### src/rtl/puf_soc_pkg.sv
// Shared types and defaults for the RO-PUF sequencer: FSM state encoding,
// select-width and phase-counter-width helpers, default timing constants.
package puf_soc_pkg;

    typedef enum logic [2:0] {
        ST_IDLE,
        ST_LOAD,
        ST_SETTLE,
        ST_MEASURE,
        ST_DRAIN,
        ST_CAPTURE,
        ST_DONE
    } state_t;

    localparam int DEF_MUX_LENGTH = 16;
    localparam int DEF_N_BITS     = 8;
    localparam int DEF_CNT_W      = 16;
    localparam int DEF_SETTLE_CYC = 4;
    localparam int DEF_WINDOW_CYC = 1024;
    localparam int DEF_DRAIN_CYC  = 2;

    function automatic int sel_width(input int n_ro);
        return (n_ro > 1) ? $clog2(n_ro) : 1;
    endfunction

    // Wide enough to hold the longest phase length plus one.
    function automatic int phase_width(input int s, input int w, input int d);
        int m;
        m = s;
        if (w > m) m = w;
        if (d > m) m = d;
        return $clog2(m + 1);
    endfunction

endpackage

### src/rtl/puf_soc_ro_cmp.sv
// Registered unsigned comparator for the two RO edge counts; the controller
// consumes {gt, eq} in CAPTURE, one cycle after the counts were sampled.
module puf_soc_ro_cmp #(
    parameter int CNT_W = 16
) (
    input  logic             clk,
    input  logic             rst_n,
    input  logic [CNT_W-1:0] cnt_0,
    input  logic [CNT_W-1:0] cnt_1,
    output logic             gt,
    output logic             eq
);

    always_ff @(posedge clk or negedge rst_n) begin
        if (!rst_n) begin
            gt <= 1'b0;
            eq <= 1'b0;
        end else begin
            gt <= (cnt_0 > cnt_1);
            eq <= (cnt_0 == cnt_1);
        end
    end

endmodule

### src/rtl/puf_soc_ro_ctrl.sv
// RO-PUF challenge sequencer: walks N_BITS RO pairs, gates the ROs, times the
// settle/count/drain phases and packs one response bit per pair.
module puf_soc_ro_ctrl
    import puf_soc_pkg::*;
#(
    parameter int MUX_LENGTH = DEF_MUX_LENGTH,
    parameter int N_BITS     = DEF_N_BITS,
    parameter int CNT_W      = DEF_CNT_W,
    parameter int SETTLE_CYC = DEF_SETTLE_CYC,
    parameter int WINDOW_CYC = DEF_WINDOW_CYC,
    parameter int DRAIN_CYC  = DEF_DRAIN_CYC,
    localparam int SEL_W     = sel_width(MUX_LENGTH)
) (
    input  logic                      clk,
    input  logic                      rst_n,
    input  logic                      i_start,
    input  logic                      i_abort,
    input  logic [N_BITS*2*SEL_W-1:0] i_challenge,
    output logic [SEL_W-1:0]          o_sel_mux_0,
    output logic [SEL_W-1:0]          o_sel_mux_1,
    output logic                      o_dcod_en,
    output logic                      o_ro_run,
    output logic                      o_cnt_clr,
    output logic                      o_cnt_en,
    input  logic [CNT_W-1:0]          i_cnt_0,
    input  logic [CNT_W-1:0]          i_cnt_1,
    output logic                      o_busy,
    output logic                      o_done,
    output logic [N_BITS-1:0]         o_response,
    output logic [N_BITS-1:0]         o_tie,
    output logic [N_BITS-1:0]         o_invalid
);

    localparam int IDX_W = (N_BITS > 1) ? $clog2(N_BITS) : 1;
    localparam int PH_W  = phase_width(SETTLE_CYC, WINDOW_CYC, DRAIN_CYC);
    localparam int CH_W  = N_BITS * 2 * SEL_W;

    localparam logic [IDX_W-1:0] LAST_IDX  = IDX_W'(N_BITS - 1);
    localparam logic [PH_W-1:0]  SETTLE_LD = PH_W'(SETTLE_CYC - 1);
    localparam logic [PH_W-1:0]  WINDOW_LD = PH_W'(WINDOW_CYC - 1);
    localparam logic [PH_W-1:0]  DRAIN_LD  = PH_W'(DRAIN_CYC - 1);

    state_t             state_reg, state_next;
    logic [IDX_W-1:0]   idx_reg, idx_next;
    logic [CH_W-1:0]    challenge_reg, challenge_next;
    logic [PH_W-1:0]    phase_reg, phase_next;
    logic [SEL_W-1:0]   sel0_reg, sel0_next;
    logic [SEL_W-1:0]   sel1_reg, sel1_next;
    logic               pair_invalid_reg, pair_invalid_next;
    logic [N_BITS-1:0]  response_reg, response_next;
    logic [N_BITS-1:0]  tie_reg, tie_next;
    logic [N_BITS-1:0]  invalid_reg, invalid_next;
    logic               dcod_en_reg, ro_run_reg, cnt_clr_reg, cnt_en_reg;
    logic               busy_reg, done_reg;
    logic               cmp_gt, cmp_eq;
    logic [SEL_W-1:0]   pair_sel0 [N_BITS];
    logic [SEL_W-1:0]   pair_sel1 [N_BITS];

    // Slice the (possibly just-latched) challenge into per-pair selects.
    for (genvar gi = 0; gi < N_BITS; gi++) begin : g_pair
        assign pair_sel0[gi] = challenge_next[(2*gi)*SEL_W +: SEL_W];
        assign pair_sel1[gi] = challenge_next[(2*gi+1)*SEL_W +: SEL_W];
    end

    assign sel0_next = (state_next == ST_LOAD) ? pair_sel0[idx_next] : sel0_reg;
    assign sel1_next = (state_next == ST_LOAD) ? pair_sel1[idx_next] : sel1_reg;

    puf_soc_ro_cmp #(.CNT_W(CNT_W)) u_cmp (
        .clk   (clk),
        .rst_n (rst_n),
        .cnt_0 (i_cnt_0),
        .cnt_1 (i_cnt_1),
        .gt    (cmp_gt),
        .eq    (cmp_eq)
    );

    always_comb begin
        state_next        = state_reg;
        idx_next          = idx_reg;
        challenge_next    = challenge_reg;
        phase_next        = phase_reg;
        pair_invalid_next = pair_invalid_reg;
        response_next     = response_reg;
        tie_next          = tie_reg;
        invalid_next      = invalid_reg;

        if (i_abort && (state_reg != ST_IDLE)) begin
            state_next    = ST_IDLE;
            response_next = '0;
            tie_next      = '0;
            invalid_next  = '0;
        end else begin
            case (state_reg)
                ST_IDLE: begin
                    if (i_start && !i_abort) begin
                        challenge_next = i_challenge;
                        idx_next       = '0;
                        response_next  = '0;
                        tie_next       = '0;
                        invalid_next   = '0;
                        state_next     = ST_LOAD;
                    end
                end
                ST_LOAD: begin
                    // A pair that selects the same RO twice is never measured.
                    if (sel0_reg == sel1_reg) begin
                        pair_invalid_next = 1'b1;
                        state_next        = ST_CAPTURE;
                    end else begin
                        pair_invalid_next = 1'b0;
                        phase_next        = SETTLE_LD;
                        state_next        = ST_SETTLE;
                    end
                end
                ST_SETTLE: begin
                    if (phase_reg == '0) begin
                        phase_next = WINDOW_LD;
                        state_next = ST_MEASURE;
                    end else begin
                        phase_next = phase_reg - 1'b1;
                    end
                end
                ST_MEASURE: begin
                    if (phase_reg == '0) begin
                        phase_next = DRAIN_LD;
                        state_next = ST_DRAIN;
                    end else begin
                        phase_next = phase_reg - 1'b1;
                    end
                end
                ST_DRAIN: begin
                    if (phase_reg == '0) begin
                        state_next = ST_CAPTURE;
                    end else begin
                        phase_next = phase_reg - 1'b1;
                    end
                end
                ST_CAPTURE: begin
                    response_next[idx_reg] = !pair_invalid_reg && cmp_gt;
                    tie_next[idx_reg]      = !pair_invalid_reg && cmp_eq;
                    invalid_next[idx_reg]  = pair_invalid_reg;
                    if (idx_reg == LAST_IDX) begin
                        state_next = ST_DONE;
                    end else begin
                        idx_next   = idx_reg + 1'b1;
                        state_next = ST_LOAD;
                    end
                end
                ST_DONE: state_next = ST_IDLE;
                default: state_next = ST_IDLE;
            endcase
        end
    end

    // Strobes are registered from the next state so they line up with it.
    always_ff @(posedge clk or negedge rst_n) begin
        if (!rst_n) begin
            state_reg        <= ST_IDLE;
            idx_reg          <= '0;
            challenge_reg    <= '0;
            phase_reg        <= '0;
            sel0_reg         <= '0;
            sel1_reg         <= '0;
            pair_invalid_reg <= 1'b0;
            response_reg     <= '0;
            tie_reg          <= '0;
            invalid_reg      <= '0;
            dcod_en_reg      <= 1'b0;
            ro_run_reg       <= 1'b0;
            cnt_clr_reg      <= 1'b0;
            cnt_en_reg       <= 1'b0;
            busy_reg         <= 1'b0;
            done_reg         <= 1'b0;
        end else begin
            state_reg        <= state_next;
            idx_reg          <= idx_next;
            challenge_reg    <= challenge_next;
            phase_reg        <= phase_next;
            sel0_reg         <= sel0_next;
            sel1_reg         <= sel1_next;
            pair_invalid_reg <= pair_invalid_next;
            response_reg     <= response_next;
            tie_reg          <= tie_next;
            invalid_reg      <= invalid_next;
            dcod_en_reg      <= (state_next == ST_LOAD);
            cnt_clr_reg      <= (state_next == ST_LOAD);
            ro_run_reg       <= (state_next == ST_SETTLE) || (state_next == ST_MEASURE);
            cnt_en_reg       <= (state_next == ST_MEASURE);
            busy_reg         <= (state_next != ST_IDLE);
            done_reg         <= (state_next == ST_DONE);
        end
    end

    assign o_sel_mux_0 = sel0_reg;
    assign o_sel_mux_1 = sel1_reg;
    assign o_dcod_en   = dcod_en_reg;
    assign o_ro_run    = ro_run_reg;
    assign o_cnt_clr   = cnt_clr_reg;
    assign o_cnt_en    = cnt_en_reg;
    assign o_busy      = busy_reg;
    assign o_done      = done_reg;
    assign o_response  = response_reg;
    assign o_tie       = tie_reg;
    assign o_invalid   = invalid_reg;

endmodule

### config.mk
export PLATFORM = sky130hd
export DESIGN_NAME = puf_soc_ro_ctrl
export DESIGN_NICKNAME = d
export VERILOG_FILES = /design/src/rtl/puf_soc_pkg.sv /design/src/rtl/puf_soc_ro_cmp.sv /design/src/rtl/puf_soc_ro_ctrl.sv
export SDC_FILE = /design/constraint.sdc
export NUM_CORES = 1
export LEC_CHECK = 0
export CORE_MARGIN = 2
export CORE_UTILIZATION = 42
export CTS_CLUSTER_SIZE = 14
export DETAILED_ROUTE_END_ITERATION = 7
export GPL_ROUTABILITY_DRIVEN = 0
export HOLD_SLACK_MARGIN = 0.15
export PLACE_DENSITY = 0.7
export REMOVE_ABC_BUFFERS = 1
export SLEW_MARGIN = 10
export SYNTH_ARGS = -nofsm -noshare
export SYNTH_HDL_FRONTEND = slang
export SYNTH_SLANG_ARGS = --single-unit
### constraint.sdc
create_clock -name clk -period 6.7 [get_ports clk]
set_input_delay 1.675 -clock clk [delete_from_list [all_inputs] [get_ports clk]]
set_output_delay 1.675 -clock clk [all_outputs]
set_load 0.05 [all_outputs]
==> qor.csv <==
metric,value,unit
outcome,"complete, no violations",
distinct lib cells,52,
Post-synth EDFFs,0,
Reg area,3030,um2
cell area after layout,8200,um2
leakage power,3.71,nW
DP HPWL,10.6,mm
iteration count of the initial detailed-routing pass,5,
crit path DRT,6.96,ns
Num CTS Buffers,17,
Core Density at Floorplan,0.427,
final wirelength,15.1,mm
DR vias/cell,5.46,
Syn. warnings,0,
Gate Count Post-Synth,576,
Post-Syn Area,6160,um2
most common library cells after synthesis,"121 x dfrtp_1, 62 x mux2_2, 46 x o21ai_0, 45 x nand2_1, 42 x inv_1",
Synth Register Bits,121,
GRT Total Usage,0.196,
WP data arrival,5.55,ns
remaining global-route overflow,0,
Post-CTS Resized,0,
CTS tree,done,
worst slew pin tran,1.15,ns
GR Util met3,0.0436,
core area,14400,um2
first-pass GRT wire length,24.7,mm
crit path time final,5.29,ns
Power Dens Cells,364,nW/um2
Startpoint Class,input pin,
dpl cell area,7620,um2
"Primary FF master, synth",dfrtp_1,
Comb area,2800,um2
Post-CTS Hold Fix Bufs,0,
sum of negative setup slack,0,ns
reg2reg setup slack,2.78,ns
Dominant cell area share,0.491,
"Core Util, Final",0.568,
ys async rst share,1.00,
Log Warnings,26,
share of layout cells above drive strength 1,0.153,
Min Hold Slack,0.471,ns
met1 Resource Use GR,0.238,
CP Max Fanout,44,
Reg-to-Reg Start,state_reg[2],
most common cell in the netlist,dfrtp_1,
clk buf depth,2,
# DRC,0,
fillcell total,1231,
worst setup margin,1.41,ns
peak supply drop,201,uV
final hold vios,0,
latest clock arrival within the worst-skew pair,0.41,ns
R2R Path End,o_sel_mux_0[3],
Fin Clk Skew,0.00631,ns
max FFs per register,64,
Slew headroom,0.232,
"Period Utilization, post-route",0.789,
final tally of setup violations,0,
Die Height,125,um
critical path class,input pin to flip-flop,
CTS sink count,121,
CTS root buf,clkbuf_16,
Peak Freq,0.189,GHz
Layout area overhead,33.1,%
clock-pin slew on the worst setup and hold paths,0.05,ns
grt peak-use layer,met2,
Post-Layout Cell Count,903,
Synth area leader,dfrtp_1,
RSZ-0062 raised after global routing,false,
worst min-delay path category,flip-flop to flip-flop,
vias,4928,
CTS HTree Levels,4,
top sig layer,met4,
met3 WL post-DR,697,um
port bufs,137,
worst hold path depth,2,
-- worst max-delay path, cell delays in order --
cell and delay [ns]:
clkdlybuf4s50_1 0.59, nor3b_2 1.00, nand2_2 0.79, buf_4 0.51, mux2_2 0.33, mux2_4 0.27, a211oi_1 0.27, a211oi_1 0.08
-- power by group --
part           switching, mW  internal, mW  total, mW
Clock                  0.309         0.539      0.848
Sequential             0.141         0.992       1.13
Combinational          0.545         0.461       1.01
Total                  0.995          1.99       2.99
-- cells in the final DEF, fill, tap and decap left out, types with 14 or more instances in the layout --
cell type and count:
clkbuf_16 17, clkdlybuf4s50_1 136, nand2_1 44, a21o_1 14, a211oi_1 18, ha_1 19, dfrtp_1 121, o21ai_0 45
mux2_2 62, a21oi_1 20, inv_1 42, nand3_1 18, nor2_1 25, mux2i_1 16
-- worst max path at each step --
stage             from              to  slack, ns  cells after the start
6_report       i_abort  o_sel_mux_0[3]       1.41                      8
5_1_grt        i_abort  o_sel_mux_1[0]       1.14                      8
4_1_cts        i_abort  o_sel_mux_0[3]       1.43                      8
3_5_place_dp   i_abort  o_sel_mux_0[3]       1.01                      8
3_3_place_gp   i_abort  o_sel_mux_1[3]       1.20                      8
2_1_floorplan  i_abort  o_sel_mux_0[0]       1.15                      6
-- logic make-up after synthesis --
group                    count (synthesis)  share of synthesized area
adder cells (fa/ha/maj)                 19                     0.0386
buffers and inverters                   74                     0.0546
AND-OR/OR-AND                          144                      0.153
XOR/XNOR                                 5                    0.00711
AND/OR/NAND/NOR                        130                      0.104
flip-flops                             121                      0.491
multiplexers                            83                      0.152
-- final cells by class --
class | count | share of cell area
timing repair buffer | 142 | 0.172
inverter | 43 | 0.0197
multi-input combinational | 381 | 0.342
clock buffer | 26 | 0.0646
tap | 184 | 0.0281
sequential | 121 | 0.369
clock inverter | 6 | 0.00443
Wiring by layer:
(3 px per um)
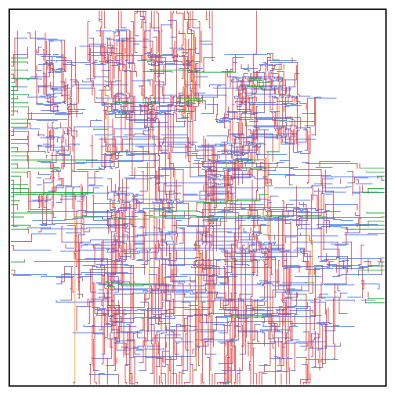
metal 3: shown in green, wire length 698 um. metal 4: shown in orange, wire length 314 um. metal 1: shown in blue, wire length 6410 um. metal 2: shown in red, wire length 7720 um.

Supply network:
(3 px per um) Pins as bars on the die edge. Tap cells in grey.
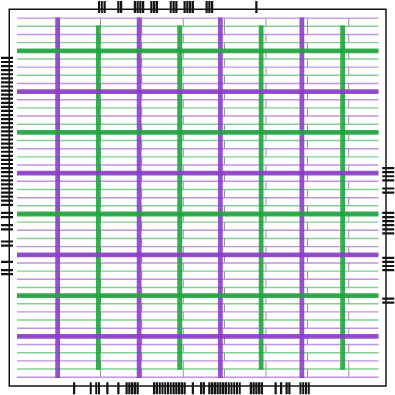
VDD: shown in green. VSS: shown in purple.
The core has 44 rows. 45 met1 rails follow the rows. 184 tap cells. 8 straps on met4. 138 signal pins sit on the boundary.

Met3 routing:
(2 px per um)
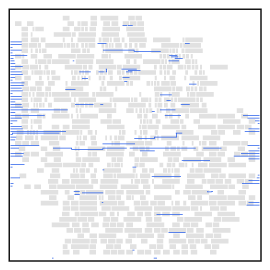
The layer carries 698 um of wire. The longest straight run is 32.7 um. The wires run mostly horizontal.

The metal 2 layer:
(2 px per um)
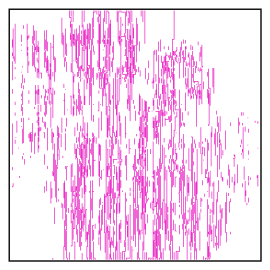
709 nets have wire on it. The layer holds 51% of the routed length. The longest straight run is 41.6 um. The wires run mostly vertical.

Power and IR drop assume default switching activity.
